**config.mk**
```make
export PLATFORM = sky130hd
export DESIGN_NAME = bias_load_ctrl
export DESIGN_NICKNAME = d
export VERILOG_FILES = /design/src/rtl/bias_load_ctrl_pkg.sv /design/src/rtl/bias_set_cnt.sv /design/src/rtl/bias_load_ctrl.sv
export SDC_FILE = /design/constraint.sdc
export NUM_CORES = 1
export LEC_CHECK = 0
export CELL_PAD_IN_SITES_DETAIL_PLACEMENT = 1
export CELL_PAD_IN_SITES_GLOBAL_PLACEMENT = 2
export CORE_ASPECT_RATIO = 1.4
export CORE_MARGIN = 8
export CORE_UTILIZATION = 28
export DETAILED_ROUTE_END_ITERATION = 8
export GPL_TIMING_DRIVEN = 0
export PLACE_DENSITY = 0.93
export SLEW_MARGIN = 20
export SYNTH_ARGS = -nofsm -noshare
export SYNTH_HDL_FRONTEND = slang
export SYNTH_SLANG_ARGS = --single-unit
```
**constraint.sdc**
```tcl
create_clock -name clk -period 2.55 [get_ports clk]
set_clock_uncertainty 0.05 [all_clocks]
set_input_delay 0.255 -clock clk [delete_from_list [all_inputs] [get_ports clk]]
set_output_delay 0.255 -clock clk [all_outputs]
set_load 0.005 [all_outputs]
```
**src/rtl/bias_load_ctrl_pkg.sv**
```systemverilog
// Shared definitions for the bias load sequencer and the bias selector.
// Mode codes, controller state encoding, address and channel-index widths.
package bias_load_ctrl_pkg;

    localparam int ADDR_W = 17;
    localparam int IDX_W  = 8;

    localparam logic [1:0] MODE_IDLE  = 2'd0;
    localparam logic [1:0] MODE_CONV1 = 2'd1;
    localparam logic [1:0] MODE_CONV2 = 2'd2;
    localparam logic [1:0] MODE_DONE  = 2'd3;

    typedef enum logic [3:0] {
        S_IDLE,
        S_ISSUE,
        S_WAIT,
        S_LOAD,
        S_ISSUE0,
        S_ISSUE1,
        S_LOAD0,
        S_LOAD1,
        S_SETTLE,
        S_RUN,
        S_DONE
    } state_t;

    function automatic logic mode_valid(input logic [1:0] m);
        return (m != MODE_IDLE) && (m != MODE_DONE);
    endfunction

endpackage

```
**src/rtl/bias_set_cnt.sv**
```systemverilog
// Output-channel index counter: clear, increment, and a last-channel flag
// against a runtime channel count.
module bias_set_cnt
    import bias_load_ctrl_pkg::*;
(
    input  logic             clk,
    input  logic             srst,
    input  logic             clr,
    input  logic             inc,
    input  logic [IDX_W-1:0] limit,
    output logic [IDX_W-1:0] count,
    output logic             last
);

    always_ff @(posedge clk) begin
        if (srst || clr) begin
            count <= '0;
        end else if (inc) begin
            count <= count + IDX_W'(1);
        end
    end

    assign last = (count == (limit - IDX_W'(1)));

endmodule

```
**src/rtl/bias_load_ctrl.sv**
```systemverilog
// Bias load sequencer: fetches bias words from the weight SRAM on a layer start,
// pulses the selector load enables, then steps the channel index. Optional err flag: BIAS_CTRL_ERR_EN.
module bias_load_ctrl
    import bias_load_ctrl_pkg::*;
#(
    parameter logic [ADDR_W-1:0] CONV1_BIAS_ADDR  = 17'd0,
    parameter logic [ADDR_W-1:0] CONV2_BIAS0_ADDR = 17'd1,
    parameter logic [ADDR_W-1:0] CONV2_BIAS1_ADDR = 17'd2,
    parameter int                CONV1_CH         = 20,
    parameter int                CONV2_CH         = 50
)
(
    input  logic              clk,
    input  logic              srst,
    input  logic              start,
    input  logic [1:0]        mode_in,
    input  logic              ch_advance,
    output logic [1:0]        mode,
    output logic [ADDR_W-1:0] sram_raddr_weight,
    output logic              sram_rd_en,
    output logic              load_conv1_bias_enable,
    output logic              load_conv2_bias0_enable,
    output logic              load_conv2_bias1_enable,
    output logic [ADDR_W-1:0] conv1_bias_set,
    output logic [IDX_W-1:0]  set,
    output logic              busy,
    output logic              bias_ready,
    output logic              done
`ifdef BIAS_CTRL_ERR_EN
    ,
    output logic              err
`endif
);

    localparam logic [IDX_W-1:0] CONV1_LIM = IDX_W'(CONV1_CH);
    localparam logic [IDX_W-1:0] CONV2_LIM = IDX_W'(CONV2_CH);

    state_t            state, next_state;
    logic [1:0]        mode_q;
    logic [ADDR_W-1:0] addr_q, addr_now;
    logic              inc_d;
    logic              latch, cnt_clr, cnt_inc, cnt_last;
    logic [IDX_W-1:0]  count, limit;

    assign limit = (mode_q == MODE_CONV2) ? CONV2_LIM : CONV1_LIM;

    bias_set_cnt u_cnt (
        .clk   (clk),
        .srst  (srst),
        .clr   (cnt_clr),
        .inc   (cnt_inc),
        .limit (limit),
        .count (count),
        .last  (cnt_last)
    );

    always_ff @(posedge clk) begin
        if (srst) begin
            state  <= S_IDLE;
            mode_q <= MODE_IDLE;
            addr_q <= '0;
            inc_d  <= 1'b0;
        end else begin
            state  <= next_state;
            addr_q <= addr_now;
            inc_d  <= cnt_inc;
            if (latch) begin
                mode_q <= mode_in;
            end else if (state == S_DONE) begin
                mode_q <= MODE_IDLE;
            end
        end
    end

    always_comb begin
        next_state              = state;
        addr_now                = addr_q;
        sram_rd_en              = 1'b0;
        load_conv1_bias_enable  = 1'b0;
        load_conv2_bias0_enable = 1'b0;
        load_conv2_bias1_enable = 1'b0;
        latch                   = 1'b0;
        cnt_clr                 = 1'b0;
        cnt_inc                 = 1'b0;
        case (state)
            S_IDLE: begin
                if (start && mode_valid(mode_in)) begin
                    latch      = 1'b1;
                    cnt_clr    = 1'b1;
                    next_state = (mode_in == MODE_CONV1) ? S_ISSUE : S_ISSUE0;
                end
            end
            S_ISSUE: begin
                sram_rd_en = 1'b1;
                addr_now   = CONV1_BIAS_ADDR;
                next_state = S_WAIT;
            end
            S_WAIT:  next_state = S_LOAD;
            S_LOAD: begin
                load_conv1_bias_enable = 1'b1;
                next_state             = S_SETTLE;
            end
            S_ISSUE0: begin
                sram_rd_en = 1'b1;
                addr_now   = CONV2_BIAS0_ADDR;
                next_state = S_ISSUE1;
            end
            S_ISSUE1: begin
                sram_rd_en = 1'b1;
                addr_now   = CONV2_BIAS1_ADDR;
                next_state = S_LOAD0;
            end
            S_LOAD0: begin
                load_conv2_bias0_enable = 1'b1;
                next_state              = S_LOAD1;
            end
            S_LOAD1: begin
                load_conv2_bias1_enable = 1'b1;
                next_state              = S_SETTLE;
            end
            S_SETTLE: next_state = S_RUN;
            S_RUN: begin
                if (ch_advance) begin
                    if (cnt_last) next_state = S_DONE;
                    else          cnt_inc    = 1'b1;
                end
            end
            S_DONE: begin
                cnt_clr    = 1'b1;
                next_state = S_IDLE;
            end
            default: next_state = S_IDLE;
        endcase
    end

    // Channel 0 of CONV2 lives in bias word 0, loaded one cycle before word 1,
    // so the selector output is already valid during SETTLE on that path.
    assign bias_ready = ((state == S_RUN) && !inc_d) ||
                        ((state == S_SETTLE) && (mode_q == MODE_CONV2));

    assign sram_raddr_weight = addr_now;
    assign mode              = (state == S_IDLE) ? MODE_IDLE : mode_q;
    assign busy              = (state != S_IDLE);
    assign done              = (state == S_DONE);
    assign set               = count;
    assign conv1_bias_set    = {{(ADDR_W-IDX_W){1'b0}}, count};

`ifdef BIAS_CTRL_ERR_EN
    logic err_evt;
    assign err_evt = (ch_advance && (state != S_RUN)) ||
                     (start && (state != S_IDLE)) ||
                     (start && (state == S_IDLE) && !mode_valid(mode_in));

    always_ff @(posedge clk) begin
        if (srst) begin
            err <= 1'b0;
        end else if (err_evt) begin
            err <= 1'b1;
        end
    end
`endif

endmodule
```
**Metal 2**

Cells faint in the background.
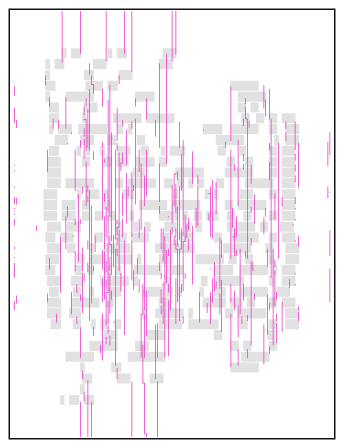
- share of all routed wire: 48%
- longest straight run: 39.8 microns
- wire length on this layer: 2040 microns
- main direction: vertical
- nets with wire on the layer: 218
GR Util met2: 17.2%
Detailed Route WL: 4.27 mm
vias: 1402

**The metal 3 layer**

The bar under the picture is 20 microns long. Cells faint in the background.
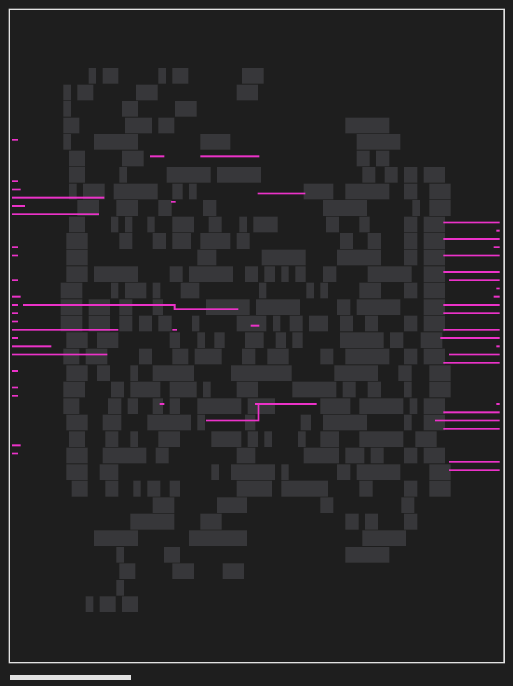
- longest straight run: 24.8 microns
- nets with wire on the layer: 47
- wire length on this layer: 304 microns
GRT met3 Usage: 3.43%

==> flow_summary_export.csv <==
group,metric,value,unit
yosys,numSynthFlops,32,
setup_path,reg2regPathDepth,4,
setup_path,cp_top_family,"buffers and inverters",
clock_tree,clockBufferDepth,2,
final_layout,nNonClkBuffers,71,
placed_design,hpwl,3.34,mm
timing,worst_slew_pin_slew,661,ps
hold_path,worstHoldPathCells,1,
setup_path,r2r_start,"state[0]$_SDFFE_PP0P_",
power_and_ir_drop,p_leak,0.937,nW
yosys,top_cell_area_share,38.3,%
final_layout,seq_area_share,27.2,%
timing,setup_viol,0,
timing,relSlewSlack,55.6,%
setup_path,endpoint_kind,"primary output",
route,drt-initial-drc-count,40,
timing,drv_slew,0,
floorplanning,fp-row-count,33,
clock_tree,cts_root_buffer,"clkbuf_8",
timing,hold_viol,0,
hold_path,hp-start,"addr_q[13]$_SDFF_PP0_",
power_and_ir_drop,vdd_drop_max,0.166,mV
yosys,postSynthSeqShare,38.3,%
global_route,grt_max_degree,11,
clock_tree,tritoncts,"yes",
run_status,status,"finished, final reports clean",
clock_tree,cts_setup_buffers,0,
final_layout,flop-count,32,
clock_tree,clk_transition_reported_paths,70,ps
timing,fin_crit_sh,93.8,%
clock_tree,insertion_delay,280,ps
hold_path,min_to,"addr_q[13]$_SDFF_PP0_",
yosys,synth.most_common_cell,"and2_1",
global_route,grt_pass1_vias,1426,
placed_design,finalWeightedCongestion,0.777,
final_layout,clk_share,4.08,%
yosys,synthTopCellsByArea,"dfxtp_1, and2_1, buf_4, mux2i_1, nand2_1",
final_layout,nNetsFinal,250,
floorplanning,die-width,81.3,microns
final_layout,finalNonFillerCells,312,
clock_tree,clock-sinks,32,
yosys,yosysWarnings,0,
setup_path,path_buffers,3,
flow_run,warning_count,27,
timing,timing.setup.tns,0,ps
yosys,synthCells,181,
floorplanning,fp_util,28.7,%
floorplanning,die-area,8730,sq um
yosys,ys_cells,181,
yosys,ys_sh_xor,1.05,%
yosys,top_logic_kind,"simple AND/OR/NAND/NOR gates",
final_layout,fin_util,40.5,%
route,wire_per_inst,13.7,microns
timing,setup_ws,157,ps
timing,fmax,418,MHz
flow_run,cap_violations,0,
timing,rsz0062_at_grt,"yes",
final_layout,dominant_cells,"multi-input combinational cells",
yosys,synthesis.area,1670,sq um
route,drc_errors,0,
global_route,antenna_found_initial,0,
setup_path,worstPathRequired,2250,ps
yosys,synthAdderAreaFrac,1.50,%
yosys,mux_share,4.87,%
setup_path,timing.rr.end,"mode_q[1]$_SDFFE_PP0P_",
route,ant_nets,0,
final_layout,finalInstanceArea,2360,sq um
final_layout,antenna_cells,0,
clock_tree,cts_htree_levels,2,
setup_path,r2r_setup_slack,620,ps
placed_design,dpl-instance-area,2250,sq um
floorplanning,coreArea,5820,sq um
placed_design,portBuffers,46,
power_and_ir_drop,power.total,0.00112,W
setup_path,cpMostUsedCell,"clkbuf_1",
setup_path,worstPathArrival,2090,ps
yosys,common_cells,"and2_1, dfxtp_1, buf_4, nand2_1",
yosys,yosys.area.top_type,"dfxtp_1",
route,first_pass_iters,4,
final_layout,logic_gate_count,127,
floorplanning,die_height,107,microns
clock_tree,ctsHoldBuffers,0,
placed_design,placedCellCount,305,
yosys,ys_async_sr_fraction,0,%
## state kept, by name (all words and copies together) (netlist names)
signal	flops
mode_q	2
u_cnt.count	8
inc_d	1
state	4
addr_q	17
## worst max path at each step
stage / endpoint / start / depth (start not counted)
CTS: bias_ready / state[0]$_SDFFE_PP0P_ / 4
detailed placement: sram_raddr_weight[3] / state[2]$_SDFFE_PP0P_ / 5
global placement: sram_raddr_weight[3] / state[2]$_SDFFE_PP0P_ / 5
finish: sram_raddr_weight[3] / state[2]$_SDFFE_PP0P_ / 5
global route: sram_raddr_weight[3] / state[2]$_SDFFE_PP0P_ / 5
floorplan: state[1]$_SDFFE_PP0P_ / u_cnt.count[2]$_SDFFE_PP0P_ / 4
## where the power goes
group / leakage, nW / internal, W / switching, W
registers: 0.258 / 0.000510 / 0.00000968
logic: 0.628 / 0.0000852 / 0.0000997
clock network: 0.0503 / 0.000240 / 0.000176
total: 0.937 / 0.000835 / 0.000286
## cells in the final DEF (no fill, tap or decap), types with 2 or more instances in the layout
| master | instances |
|---|---|
| ha_1 | 2 |
| buf_4 | 17 |
| dfxtp_1 | 32 |
| and3_1 | 3 |
| nand3_1 | 3 |
| conb_1 | 9 |
| mux2i_1 | 7 |
| inv_1 | 2 |
| and2_1 | 35 |
| nand2b_1 | 7 |
| clkdlybuf4s50_1 | 46 |
| nor3_1 | 2 |
| buf_2 | 4 |
| nor2b_1 | 7 |
| a2111oi_0 | 2 |
| clkbuf_8 | 7 |
| nor2_1 | 7 |
| inv_2 | 3 |
| a21oi_1 | 5 |
| a22o_1 | 3 |
| clkbuf_1 | 2 |
| nand4_1 | 3 |
| xnor2_1 | 2 |
| nand2_1 | 13 |
## per-layer routing
metal  GRT usage [%]  routed length, microns
met5               0                       0
met4            4.62                     119
met3            3.43                     303
met2            17.2                    2040
met1            10.8                    1800
Power and IR drop assume default switching activity.
